Fig. 1: M1 wires
The bar under the picture is 100 um long. Supply wires on this layer in grey.
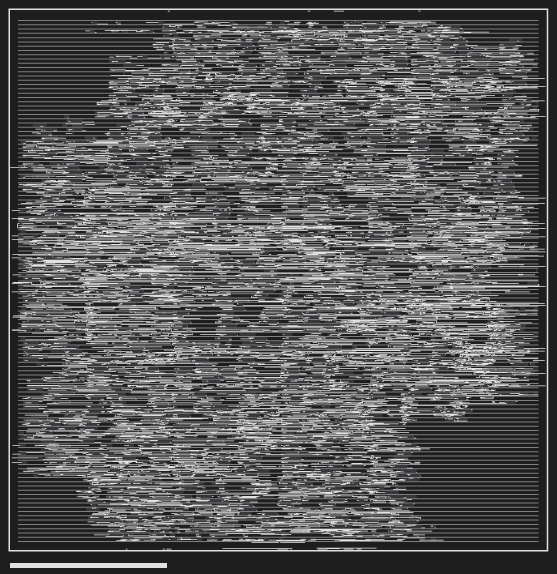
Fig. 2: a small window of the routed layout
The bar under the picture is 10 um long. Region (151, 83) to (191, 123) um. Cells in grey, sequential cells in the stronger grey; small squares are vias.
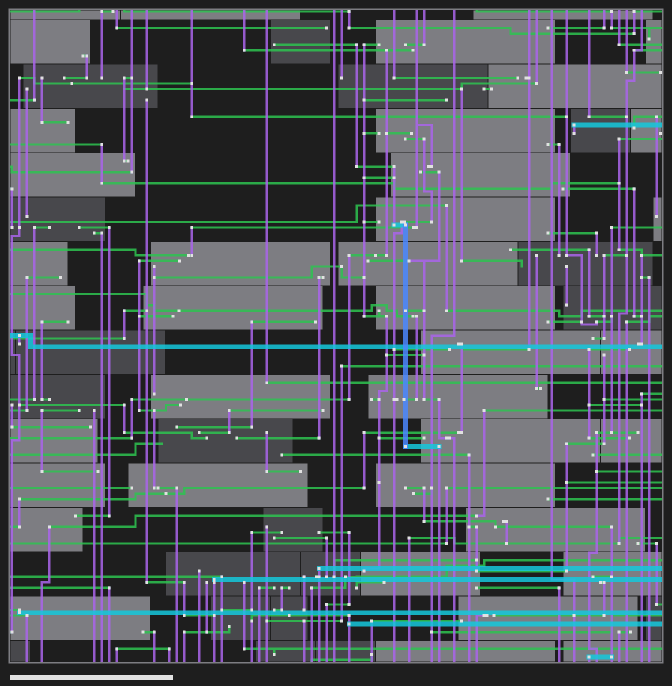
Fig. 3: M2 wires
The bar under the picture is 100 um long.
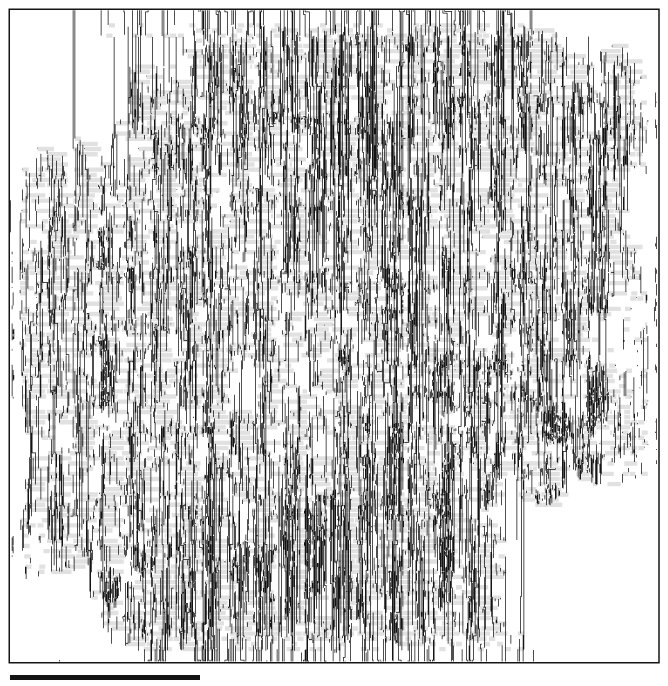
Fig. 4: congestion heat map
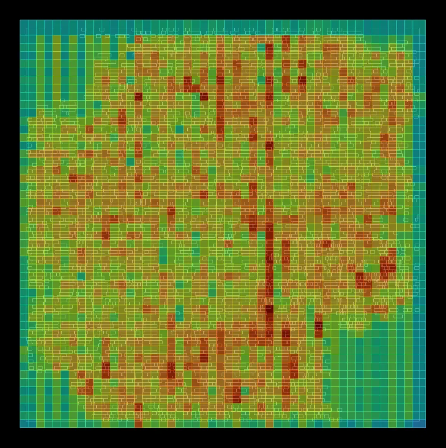
Fig. 5: drive-strength map
The bar under the picture is 100 um long.
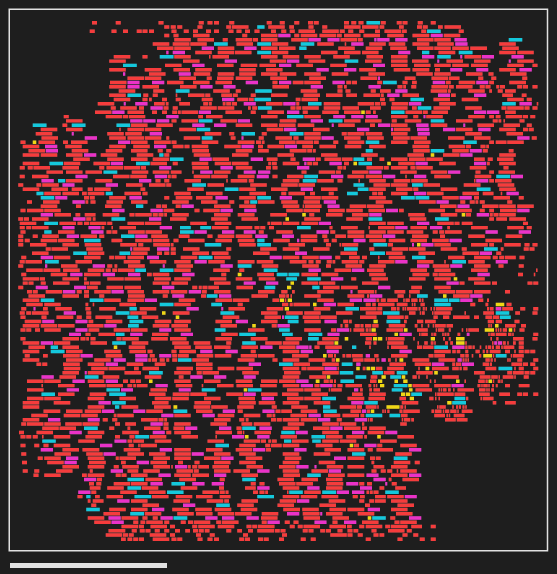
==> config.mk <==
export PLATFORM = sky130hd
export DESIGN_NAME = ingress_arb
export DESIGN_NICKNAME = d
export VERILOG_FILES = /design/src/rtl/ingress_arb.sv
export SDC_FILE = /design/constraint.sdc
export NUM_CORES = 1
export LEC_CHECK = 0
export ABC_AREA = 0
export CAP_MARGIN = 25
export CORE_AREA = 5 5 337 339
export CTS_CLUSTER_SIZE = 24
export DETAILED_ROUTE_END_ITERATION = 10
export DIE_AREA = 0 0 342 344
export PLACE_DENSITY_LB_ADDON = 0.15
export SETUP_SLACK_MARGIN = 0.2
export SYNTH_ARGS = -nofsm -noshare
export SYNTH_HDL_FRONTEND = slang
export SYNTH_SLANG_ARGS = --single-unit
==> constraint.sdc <==
create_clock -name clk -period 4.4 [get_ports clk]
set_input_delay 0.88 -clock clk [delete_from_list [all_inputs] [get_ports clk]]
set_output_delay 0.88 -clock clk [all_outputs]
set_load 0.01 [all_outputs]
==> results.json <==
{
  "yosysWarningCount": 0,
  "grt_pass1_wl_um": 186000,
  "ys_cells": 2215,
  "gp_congestion": 0.790,
  "path_buffers": 1,
  "wl_met3_um": 9170,
  "netlist_instances": 2215,
  "cts_resized": 0,
  "endpoint_kind": "register",
  "powerDensity_nw_per_um2": 629,
  "period_used_pct": 83.0,
  "status": "completed",
  "power_clock_mw": 10.5,
  "final_hold_viol_count": 0,
  "power_leader": "sequential cells",
  "warning_count": 45,
  "maxUsedRoutingLayer": "met5",
  "layout_min_cycle_time_ns": 3.65,
  "max_stage_delay_ns": 0.62,
  "async_flop_share_pct": 0,
  "worst_pin_slew_ns": 1.06,
  "fmax_mhz": 274,
  "wl_met2_um": 65300,
  "die_area_um2": 118000,
  "critPathLaunchType": "register",
  "arrival_ns": 4.06,
  "top_area_share_pct": 68.6,
  "reg2reg_depth": 7,
  "comb_cells": 876,
  "slew_headroom_pct": 29.7,
  "numCtsBuffers": 121,
  "postSynthSeqShare_pct": 73.0,
  "yosysMostFrequentCell": "edfxtp_1",
  "cts_root_buf": "clkbuf_16",
  "largest_register_ffs": 1056,
  "yosys_area_um2": 47000,
  "regArea_um2": 34300,
  "pin_count": 363,
  "inv_count": 39,
  "pg_seq_mw": 14.5,
  "drtIter0Drc": 2077,
  "whs_path_depth": 2,
  "setup_violations": 0,
  "cts.sinks": 1175,
  "initCoreUtil_pct": 42.7,
  "fp.dieW_um": 342,
  "avgSynthCellArea_um2": 21.2,
  "rsz0062_at_grt": "false",
  "dp_slack_ns": 0.606,
  "fin_area_um2": 57100,
  "hold_slack_ns": 0.474,
  "nets": 2956,
  "crit_type": "reg -> reg",
  "cpLargestDelayFamily": "simple AND/OR/NAND/NOR gates",
  "placed_area_um2": 52900,
  "worstSkewPairLatency_ns": 0.72,
  "fp.coreArea_um2": 110000,
  "synth_cell_types": 50,
  "overflow": 0,
  "grt_max_degree": 68,
  "dr.pass1.iters": 6,
  "ys.flops": 1175,
  "avgViaCountPerCell": 5.68,
  "final-clk-cell-share_pct": 7.28,
  "dp_hpwl_um": 83300,
  "drive_above_1_share_pct": 23.2,
  "grt_pass1_vias": 25551,
  "p_int_mw": 25.2,
  "crit_required_ns": 4.80,
  "dominant-cell-class": "registers",
  "cap_viol_max_count": 0,
  "drv_slew": 0,
  "r2r_slack_ns": 0.75,
  "seq-cell-share_pct": 60.0,
  "p_total_mw": 35.9,
  "cp_cell_sequence": "mux4_2 > or2_2 > nor3_1 > a21oi_1 > a21boi_1 > and2_4 > buf_4",
  "comb_share_pct": 21.1,
  "tap_cells": 1488,
  "switching_share_pct": 29.9,
  "top_area_cell": "edfxtp_1",
  "buf_share_pct": 8.03,
  "synthTopCellsByArea": "edfxtp_1, mux4_2, dfxtp_1, mux2i_1, a221o_1",
  "fillers": 8624,
  "clockBufferDepth": 3,
  "combinationalPowerShare_pct": 30.6,
  "wl_met1_um": 52400
}
Back to the opening pictures, Fig. 1:
share of all routed wire: 40%
wire length on this layer: 52.4 mm
longest straight run: 94.3 um
nets with wire on the layer: 2805
main direction: horizontal
total number of vias: 24152
GR met1 Demand/Resource: 29.1%
drt total wl: 130000 um

Back to the opening pictures, Fig. 2:
[cyan] metal 3
[purple] metal 2
[blue] metal 4
[green] metal 1
most frequent: edfxtp_1 (21), mux4_2 (7)
sequential cells in the window: 22
cells with their middle in the window: 37

Back to the opening pictures, Fig. 3:
wire length on this layer: 65.3 mm
share of all routed wire: 50%
nets with wire on the layer: 2725
main direction: vertical
met2 Use GR: 37.6%

Back to the opening pictures, Fig. 4:
utilization after layout: 51.9%
Avg WL per Cell: 30.5 um
GRT busiest layer: met2
gr usage total: 22.1%

Back to the opening pictures, Fig. 5:
[red] _0 and _1 cells | cells: 2114 | most used: edfxtp_1
[yellow] _3 and _4 cells | cells: 71 | most used: buf_4
[cyan] _6 and larger | cells: 196 | most used: clkbuf_16
[magenta] _2 cells | cells: 370 | most used: mux4_2
nonclk buf count: 430
fin worst setup slack: 0.746 ns

==> per-stage QoR <==
stage / util (%) / cells
after floorplan: - / 2217
after detailed placement: 48.1 / 4008
after global placement: 48.1 / 4007
after global routing: 51.9 / 4244
after CTS: 51.9 / 4239
final: 51.9 / 4255
==> kinds of logic after synthesis <==
kind of cell	count (synthesis)	synth area share [%]
mux	515	19.8
buf+inv	166	1.56
other cells	1	0.00799
xor+xnor	8	0.149
fa+ha+maj	40	1.13
simple gates	185	2.16
compound gates	125	2.24
flops	1175	73.0
==> routing by layer <==
metal | up-vias | GRT usage, %
met1 | 12989 | 29.1
li1 | 10137 | -
met5 | - | 0
met3 | 207 | 5.07
met2 | 797 | 37.6
met4 | 22 | 5.92
